==> config.mk <==
export PLATFORM = sky130hd
export DESIGN_NAME = ec_op_sequencer_flat
export DESIGN_NICKNAME = d
export VERILOG_FILES = /design/src/rtl/ec_op_sequencer_if.sv /design/src/rtl/ec_op_sequencer.sv /design/src/flat_wrapper.sv
export SDC_FILE = /design/constraint.sdc
export NUM_CORES = 1
export LEC_CHECK = 0
export ABC_AREA = 1
export CORE_MARGIN = 5
export CORE_UTILIZATION = 35
export CTS_CLUSTER_SIZE = 14
export DETAILED_ROUTE_END_ITERATION = 8
export MAX_ROUTING_LAYER = met4
export SLEW_MARGIN = 40
export SYNTH_ARGS = -nofsm -noshare
export SYNTH_HDL_FRONTEND = slang
export SYNTH_SLANG_ARGS = --single-unit
export TNS_END_PERCENT = 20
==> constraint.sdc <==
create_clock -name clk -period 6.95 [get_ports clk]
set_input_delay 1.39 -clock clk [delete_from_list [all_inputs] [get_ports clk]]
set_output_delay 1.39 -clock clk [all_outputs]
set_load 0.01 [all_outputs]
### Selected gate families

Drawn at 2 px/um.
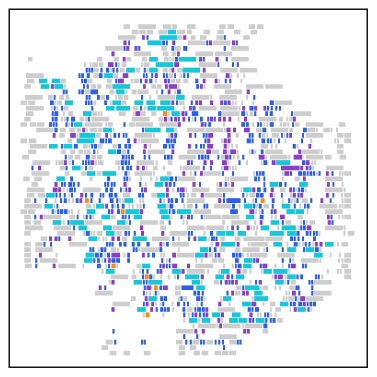
colour	family	cells	most used
purple	inverting AOI/OAI gates	214	o21ai_0
blue	NAND gates	533	nand2_1
cyan	adder and majority cells	125	ha_1
orange	AND and OR gates	8	or2_2
fin cells: 1937
Comb/total area: 53.1%

### Metal 4

Drawn at 2 px/um.
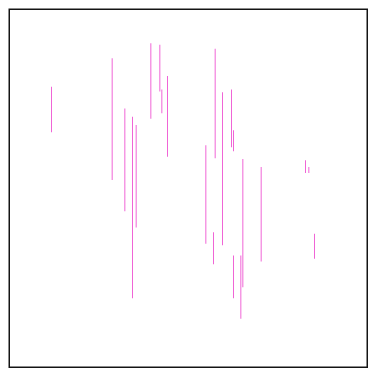
main direction	vertical
longest straight run	90.4 um
share of all routed wire	2.6%
final WL: 30.8 mm
routed vias: 9753

### The clock network

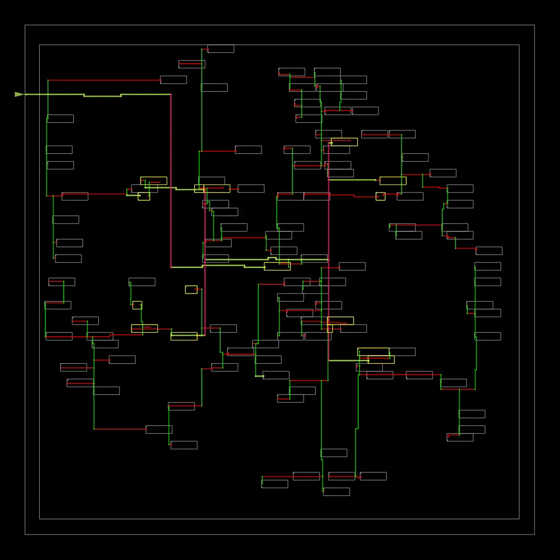
clock buf count: 9
clk sink count: 106
CTS buffer count: 9
Worst-Skew Late Latency: 0.37 ns

### Ports around the boundary

Drawn at 2 px/um. Pins as bars across the die edge, other pins in grey.
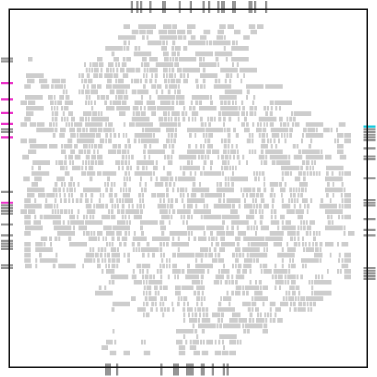
colour	port	pins	direction	edge
cyan	out_valid	1	output	east
magenta	in_a	6	input	west
all pins by edge	23 west, 21 east, 19 north, 17 south
die width: 178 um
Port Buffer Count: 79

==> flow_metrics.tcl <==
# implementation run metrics
set metrics [dict create \
    reg2reg_setup_slack_ns 0.99 \
    cp_max_fo 4 \
    worstPathRequired_ns 7.20 \
    synth_top_flop_cell "dfrtp_1" \
    first_pass_iters 5 \
    cts_hold_buf 0 \
    status "finished, final reports clean" \
    worst_pin_slew_ns 0.785 \
    synth-edff-count 0 \
    clkTransAtPathRegs_ns 0.08 \
    cts_tree "built" \
    fp_util_pct 35.6 \
    core-area_sq_um 27900 \
    rows 61 \
    max_freq_mhz 152 \
    top_cell_area_share_pct 26.8 \
    yosysCellCount 1407 \
    startpoint_type "input port" \
    path_buffers 8 \
    cp_top_family "adder cells" \
    finalSetupViolations 0 \
]
[cell type report]
| cell class | count | area (sq um) |
|---|---|---|
| clock inverters | 7 | 83.8 |
| fillers | 2842 | 15700 |
| repair buffers | 156 | 1380 |
| inverters | 231 | 872 |
| multi-input cells | 1050 | 6430 |
| flip-flops and latches | 106 | 2650 |
| well taps | 378 | 473 |
| clock buffers | 9 | 225 |
[logic make-up after synthesis]
logic type / count (synthesis) / synth area share, %
flip-flops: 106 / 26.8
AND/OR/NAND/NOR: 646 / 28.3
adder cells (fa/ha/maj): 125 / 17.1
AND-OR/OR-AND: 219 / 12.4
multiplexers: 10 / 1.14
XOR/XNOR: 50 / 4.42
buffers and inverters: 251 / 9.87
[metal layers]
metal  global-route usage [%]  vias up  part of all wire (%)
met5                        -        -                     0
met4                     5.69        0                   2.6
met3                     2.88       52                   5.0
met2                     33.0      284                    47
met1                     26.4     4538                    46
li1                         -     4879                     -
[timing repair]
action | 4_1_cts | 5_1_grt
pin swaps | 3 | 5
gates resized | 6 | 26
buffers inserted | 2 | 1
setup endpoints to repair | 6 | 6
[cell usage in the layout (no fill, tap or decap), drive strengths merged, types with 20 or more instances in the layout]
master / netlist / routed
dfrtp: 106 / 106
ha: 107 / 107
xnor2: 20 / 20
nand3: 116 / 116
o21ai: 106 / 106
nand2: 380 / 380
clkdlybuf4s50: 0 / 73
buf: 14 / 78
nand4: 36 / 36
xor2: 30 / 30
nor2: 96 / 96
a21oi: 70 / 70
inv: 228 / 231
[worst register-to-register path: cells and delay by family (launching register included)]
family | cells | cell delay (ns)
and+or+nand+nor | 17 | 1.51
xor gates and xnor gates | 2 | 0.33
AOI/OAI and AO/OA | 7 | 0.98
adders and majority gates | 6 | 1.78
buffers and inverters | 7 | 0.83
DFF | 1 | 0.41
